Fig. 1: run 1, met2 routing
(4 px per um)
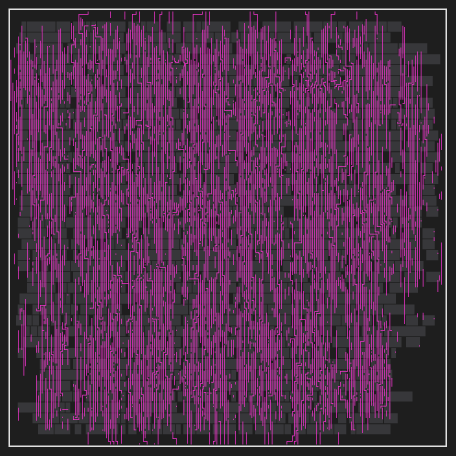
Fig. 2: run 1, pin placement
(4 px per um) Pins as bars across the die edge, other pins in grey.
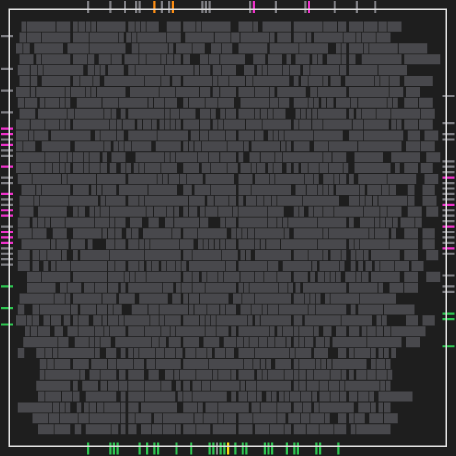
Fig. 3: run 1, track usage over the die
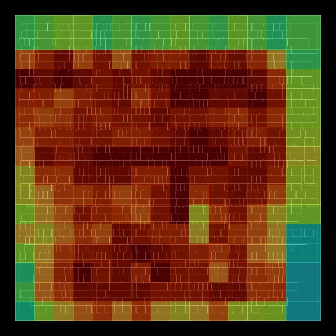
Fig. 4: run 1, routed metal per tile
(3 px per um) 22 x 22 tiles, from dark blue (low) to red (high), scaled to the fullest tile. Values are wire area over tile area, all layers added.
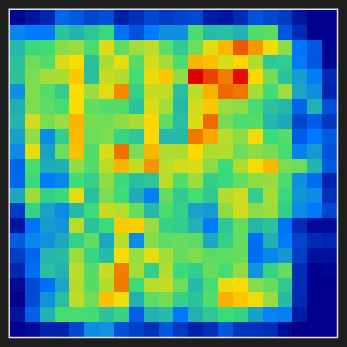
===== src/rtl/deinterleave_pkg.sv =====
// Shared types for the serial-to-3-lane deinterleaver feeding the 3-parallel filter.
// Holds the default sample width, lane count, phase encoding and block layout.
package deinterleave_pkg;

  localparam int DEF_DATA_W = 16;
  localparam int LANES      = 3;

  typedef enum logic [1:0] {
    PH0 = 2'd0,
    PH1 = 2'd1,
    PH2 = 2'd2
  } phase_t;

  typedef struct packed {
    logic [DEF_DATA_W-1:0] d0;
    logic [DEF_DATA_W-1:0] d1;
    logic [DEF_DATA_W-1:0] d2;
    logic [1:0]            pad;
  } block_t;

endpackage


===== src/rtl/triple_lane_deinterleaver.sv =====
// Groups 3 serial samples into one d0/d1/d2 block; block valid 1 cycle after 3rd accept.
// Third sample is held off (in_ready=0) while a block is stalled; flush emits a zero-padded partial.
module triple_lane_deinterleaver
  import deinterleave_pkg::*;
#(
  parameter int DATA_W = DEF_DATA_W,
  parameter int CNT_W  = 32
) (
  input  logic                     clk,
  input  logic                     rst,
  input  logic                     in_valid,
  output logic                     in_ready,
  input  logic signed [DATA_W-1:0] in_data,
  input  logic                     flush,
  output logic                     out_valid,
  input  logic                     out_ready,
  output logic signed [DATA_W-1:0] out_d0,
  output logic signed [DATA_W-1:0] out_d1,
  output logic signed [DATA_W-1:0] out_d2,
  output logic [1:0]               out_pad,
  output logic [CNT_W-1:0]         block_count
);

  phase_t             r_phase;
  logic [DATA_W-1:0]  r_lane0, r_lane1;
  logic [DATA_W-1:0]  r_d0, r_d1, r_d2;
  logic [1:0]         r_pad;
  logic               r_out_valid;
  logic               r_flush_pend;
  logic [CNT_W-1:0]   r_count;

  logic               w_out_free, w_accept, w_fire;
  logic               w_full_load, w_part_load, w_flush_req;
  phase_t             w_phase_acc;
  logic [DATA_W-1:0]  w_lane0_nx, w_lane1_nx;

  assign w_out_free  = !r_out_valid || out_ready;
  assign in_ready    = (r_phase != PH2) || w_out_free;
  assign w_accept    = in_valid && in_ready;
  assign w_fire      = r_out_valid && out_ready;
  assign w_full_load = w_accept && (r_phase == PH2);
  assign w_flush_req = flush || r_flush_pend;
  // Flush looks at the phase after this cycle's accept, so a same-cycle sample joins the partial.
  assign w_part_load = w_flush_req && (w_phase_acc != PH0) && w_out_free;

  always_comb begin
    w_phase_acc = r_phase;
    w_lane0_nx  = r_lane0;
    w_lane1_nx  = r_lane1;
    if (w_accept) begin
      case (r_phase)
        PH0: begin
          w_lane0_nx  = in_data;
          w_phase_acc = PH1;
        end
        PH1: begin
          w_lane1_nx  = in_data;
          w_phase_acc = PH2;
        end
        default: w_phase_acc = PH0;
      endcase
    end
  end

  always_ff @(posedge clk) begin
    if (rst) begin
      r_phase      <= PH0;
      r_lane0      <= '0;
      r_lane1      <= '0;
      r_d0         <= '0;
      r_d1         <= '0;
      r_d2         <= '0;
      r_pad        <= 2'd0;
      r_out_valid  <= 1'b0;
      r_flush_pend <= 1'b0;
      r_count      <= '0;
    end else begin
      r_lane0      <= w_lane0_nx;
      r_lane1      <= w_lane1_nx;
      r_flush_pend <= w_flush_req && !w_part_load && (w_phase_acc != PH0);
      if (w_fire) r_count <= r_count + CNT_W'(1);
      if (w_full_load) begin
        r_d0        <= r_lane0;
        r_d1        <= r_lane1;
        r_d2        <= in_data;
        r_pad       <= 2'd0;
        r_out_valid <= 1'b1;
        r_phase     <= PH0;
      end else if (w_part_load) begin
        r_d0        <= w_lane0_nx;
        r_d1        <= (w_phase_acc == PH2) ? w_lane1_nx : '0;
        r_d2        <= '0;
        r_pad       <= (w_phase_acc == PH2) ? 2'd1 : 2'd2;
        r_out_valid <= 1'b1;
        r_phase     <= PH0;
      end else begin
        r_phase <= w_phase_acc;
        if (w_fire) r_out_valid <= 1'b0;
      end
    end
  end

  assign out_valid   = r_out_valid;
  assign out_d0      = r_d0;
  assign out_d1      = r_d1;
  assign out_d2      = r_d2;
  assign out_pad     = r_pad;
  assign block_count = r_count;

endmodule


===== config.mk =====
export PLATFORM = sky130hd
export DESIGN_NAME = triple_lane_deinterleaver
export DESIGN_NICKNAME = d
export VERILOG_FILES = /design/src/rtl/deinterleave_pkg.sv /design/src/rtl/triple_lane_deinterleaver.sv
export SDC_FILE = /design/constraint.sdc
export NUM_CORES = 1
export LEC_CHECK = 0
export ABC_AREA = 1
export CORE_UTILIZATION = 47
export CTS_CLUSTER_SIZE = 10
export DETAILED_ROUTE_END_ITERATION = 10
export GPL_ROUTABILITY_DRIVEN = 0
export PLACE_DENSITY = 0.76
export SYNTH_ARGS = -nofsm -noshare
export SYNTH_HDL_FRONTEND = slang
export SYNTH_SLANG_ARGS = --single-unit

===== constraint.sdc =====
create_clock -name clk -period 1.4 [get_ports clk]
set_clock_uncertainty 0.05 [all_clocks]
set_input_delay 0.28 -clock clk [delete_from_list [all_inputs] [get_ports clk]]
set_output_delay 0.28 -clock clk [all_outputs]
set_load 0.01 [all_outputs]

==> out/metrics.yaml, run 1 <==
status: "finished, violations left"
violations: "setup timing"
clk_pin_slew_worst_paths_ns: 0.06
drc: 0
ir_drop_uv: 1250
core_area_um2: 11000
synth_area_um2: 5370
critPathCapture: "block_count[11]"
drive_above_1_share_pct: 44.3
fp_util_pct: 48.9
grt_setup_unrepaired: "yes"
numSynthFlops: 118
die-area_um2: 11900
timing.final.ws_setup_ns: -0.392
synth.distinct_cells: 28
numCtsBuffers: 17
topCombFamilyByArea: "simple AND/OR/NAND/NOR gates"
utilization_pct: 88.5
maxCapViolations: 0
setup_viol: 137
fin_area_um2: 9720
crit_fanout: 4
clock_latency_ns: 0.44
drt_iter0_markers: 1167
r2r_slack_ns: -0.39
antenna_found_initial: 1
power.density_nw_per_um2: 1050
Back to the opening pictures, Fig. 1:
longest straight run	47.9 um
share of all routed wire	43%
main direction	vertical
nets with wire on the layer	981
wire length on this layer	12,700 um
M2 GR Usage: 59.8%
via count: 7,632
WL final: 29,500 um

Back to the opening pictures, Fig. 2:
colour	port	pins	direction	edge
orange	`out_pad`	2	output	top
magenta	`in_data`	16	input	10 left, 4 right, 2 top
green	`block_count`	32	output	26 bottom, 3 right, 3 left
yellow	`out_valid`	1	output	bottom
Die Y: 109 um
PortBufs: 104
Die X: 109 um

Back to the opening pictures, Fig. 3:
grt met3 use: 7.89%
Routed wire per std cell: 25.0 um

Back to the opening pictures, Fig. 4:
nearly empty tiles	4.3%
mean over tiles	0.46
tiles over half the peak	46%
emptiest ninth of the die	bottom right
fullest tile	1.0

-- run 1: cell type report --
cell class | instances | share of cell area, %
timing repair buffer | 254 | 26.1
tap | 140 | 1.80
sequential | 118 | 25.3
clock buffer | 20 | 4.80
inverter | 100 | 4.16
clock inverter | 12 | 1.53
multi-input combinational | 540 | 36.3
-- run 1: where the power goes --
| part | switching, mW | internal, mW | leakage [nW] |
|---|---|---|---|
| sequential | 0.104 | 3.45 | 0.982 |
| combinational | 1.13 | 0.757 | 3.18 |
| clock | 1.81 | 2.93 | 0.299 |
| total | 3.04 | 7.14 | 4.46 |
-- run 1: worst min-delay path by stage --
stage                              start        endpoint  slack [ns]  cells past startpoint
final                                rst  block_count[9]        0.25                      4
after global routing                 rst  block_count[9]        0.26                      4
after CTS                            rst  block_count[1]        0.23                      4
after detailed placement      out_pad[0]      out_pad[0]        0.41                      2
after global placement    block_count[6]  block_count[6]        0.40                      2
after floorplan              in_data[10]      out_d2[10]        0.37                      2
-- run 1: Yosys cell counts --
master / count / area (um2)
xnor2_1: 2 / 17.5
o21ai_0: 33 / 165
ha_1: 1 / 12.5
buf_6: 4 / 45.0
nand3b_1: 4 / 30.0
nand4_1: 3 / 18.8
nor2_1: 101 / 379
nand2_4: 1 / 11.3
xor2_1: 6 / 52.6
a21oi_1: 18 / 90.1
dfxtp_1: 118 / 2360
inv_1: 97 / 364
nor3b_1: 2 / 15.0
inv_2: 3 / 11.3
buf_4: 4 / 30.0
nor2_4: 5 / 56.3
clkbuf_1: 16 / 60.1
nand3_2: 4 / 40.0
or2_2: 1 / 6.26
nor3_1: 10 / 50.1
nor2_2: 2 / 12.5
nand2_2: 5 / 31.3
nand3_1: 123 / 616
buf_2: 12 / 60.1
nand2_1: 214 / 803
nand3_4: 1 / 17.5
o21a_1: 1 / 7.51
buf_1: 1 / 3.75
-- run 1: layer usage --
layer,track usage (%),vias up
li1,-,2982
met1,42.3,3452
met2,59.8,864
met3,7.89,332
met4,22.1,2
met5,0,-
-- run 1: timing repair --
action | CTS | global route
setup endpoints to repair | 165 | 138
setup buffers | 27 | 22
pin swaps | 45 | 83
resized | 276 | 263
cloned | 16 | 1
hold buffers | 0 | 0
hold endpoints to repair | 0 | 0
-- run 1: worst max-delay path: stages (launching register included) --
cell and delay (ns):
dfxtp_4 0.36, buf_4 0.13, nand2_4 0.08, nor2_4 0.14
nand2_4 0.07, nor2_4 0.21, buf_4 0.15, buf_6 0.10
nand2_1 0.08, xor2_1 0.22, nor2_1 0.07
-- run 1: registers in the layout (all words and copies together) (netlist names) --
register	flops
block_count	32
out_pad	2
out_d2	16
r_lane1	16
out_valid	1
out_d0	16
r_flush_pend	1
r_phase	2
r_lane0	16
out_d1	16
-- run 1: metrics by stage --
stage | setup slack, ns | setup TNS, ns | hold WS (ns)
2_1_floorplan | -0.0396 | -1.54 | 0.368
3_3_place_gp | -0.613 | -53.68 | 0.404
3_5_place_dp | -0.658 | -55.36 | 0.408
4_1_cts | -0.208 | -9.85 | 0.232
5_1_grt | -0.641 | -27.30 | 0.264
6_report | -0.392 | -22.59 | 0.252
## Run 2: what changed since run 1
Settings changed: CAP_MARGIN from default to 10.
Fig. 5: run 2, metal 3
(4 px per um)
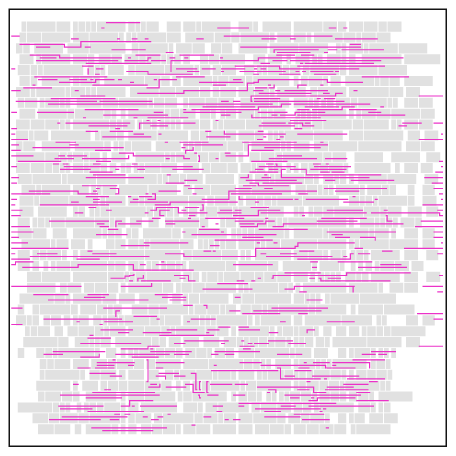
share of all routed wire	13%
main direction	horizontal
longest straight run	55.9 um

==> out/metrics.yaml, run 2 <==
violations: "setup timing"
crit_chain: "buf_4 > nand2_4 > nor2_4 > nand2_4 > nor2_4 > buf_4 > buf_6 > nand2_1 > xor2_1 > nor2_1"
status: "finished, violations left"
cp_slowest_cell: "dfxtp_4"
wire_per_inst_um: 25.0
numSynthFlops: 118
ir_drop_uv: 1250
yosysMostFrequentCell: "nand2_1"
fp.dieH_um: 109
io_buffers: 104
post-place-ws_ns: -0.658
cp_top_family: "simple AND/OR/NAND/NOR gates"
topCellsByArea: "dfxtp_1 (44%), nand2_1 (15%), nand3_1 (11%), nor2_1 (7.1%), inv_1 (6.8%)"
via_count: 7632
async_flop_share_pct: 0
timing.final.ws_setup_ns: -0.392
drc: 0
fp_util_pct: 48.9
hp-start: "rst"
grt_setup_unrepaired: "yes"
maxCapViolations: 0
cp_num_buf_inv: 3
die-area_um2: 11900
power.density_nw_per_um2: 1050
synth.distinct_cells: 28
numCtsBuffers: 17
top_cells_by_count: "nand2_1 (214), nand3_1 (123), dfxtp_1 (118), nor2_1 (101), inv_1 (97)"
clk_pin_slew_worst_paths_ns: 0.06
core_area_um2: 11000
setup_viol: 137
drive_above_1_share_pct: 44.3
max_stage_delay_ns: 0.36
synth_area_um2: 5370
crit_fanout: 4
routed_wl_um: 29500
top_area_cell: "dfxtp_1"
Fig. 6: run 2, track usage over the die
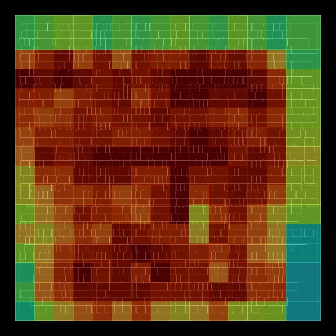
final core area utilization: 88.5%
Total GRT Usage: 36.0%
layer with the highest usage: met2

## run 2: cell counts in the layout (fill, tap and decap cells not counted)
No cell type changed its count.
## run 2: final cells by class
cell class,instances,share of cell area [%]
multi-input combinational,540,36.3
timing repair buffer,254,26.1
sequential,118,25.3
clock buffer,20,4.80
inverter,100,4.16
tap,140,1.80
clock inverter,12,1.53
## run 2: kinds of logic (layout without fill, tap and decap cells)
family,count (synthesis),count (layout),share of synthesized area [%]
flops,118,118,44.0
buf+inv,137,386,10.7
fa+ha+maj,1,1,0.233
xor+xnor,8,8,1.31
compound gates,52,52,4.89
simple gates,476,479,38.9
## run 2: path summary, 6_finish.rpt
check               endpoint  slack, ns  cells past startpoint
max          block_count[11]      -0.39                     10
min           block_count[9]       0.25                      4
max reg2reg  block_count[11]      -0.39                     10
min reg2reg        out_d2[2]       0.40                      2
## run 2: timing repair
item                                   4_1_cts  5_1_grt
cloned                                      16        1
setup endpoints to repair                  165      138
endpoints found under the hold margin        0        0
hold buffers                                 0        0
setup buffers                               27       22
resized                                    276      263
pin swaps                                   45       83
## run 2: metrics by stage
step                      std cells  cell area, um2
after floorplan                 792            5470
after global placement         1094            7240
after detailed placement       1094            7240
after CTS                      1168            8830
after global routing           1184            9720
final                          1184            9720
## run 2: tightest hold or removal path, stage by stage
cell	delay, ns
buf_2	0.13
inv_2	0.12
o21ai_1	0.12
a21oi_1	0.05
## run 2: layer usage
metal / global-route usage [%] / share of wire (%)
met1: 42.3 / 34
met3: 7.89 / 13
met5: 0 / 0.044
met2: 59.8 / 43
met4: 22.1 / 10
## run 2: power by group
part	internal, mW	switching, mW	total (mW)
registers	3.45	0.104	3.56
logic	0.757	1.13	1.89
clock network	2.93	1.81	4.74
total	7.14	3.04	10.2
Power figures rest on the tool's default switching activity, not on a simulated workload.
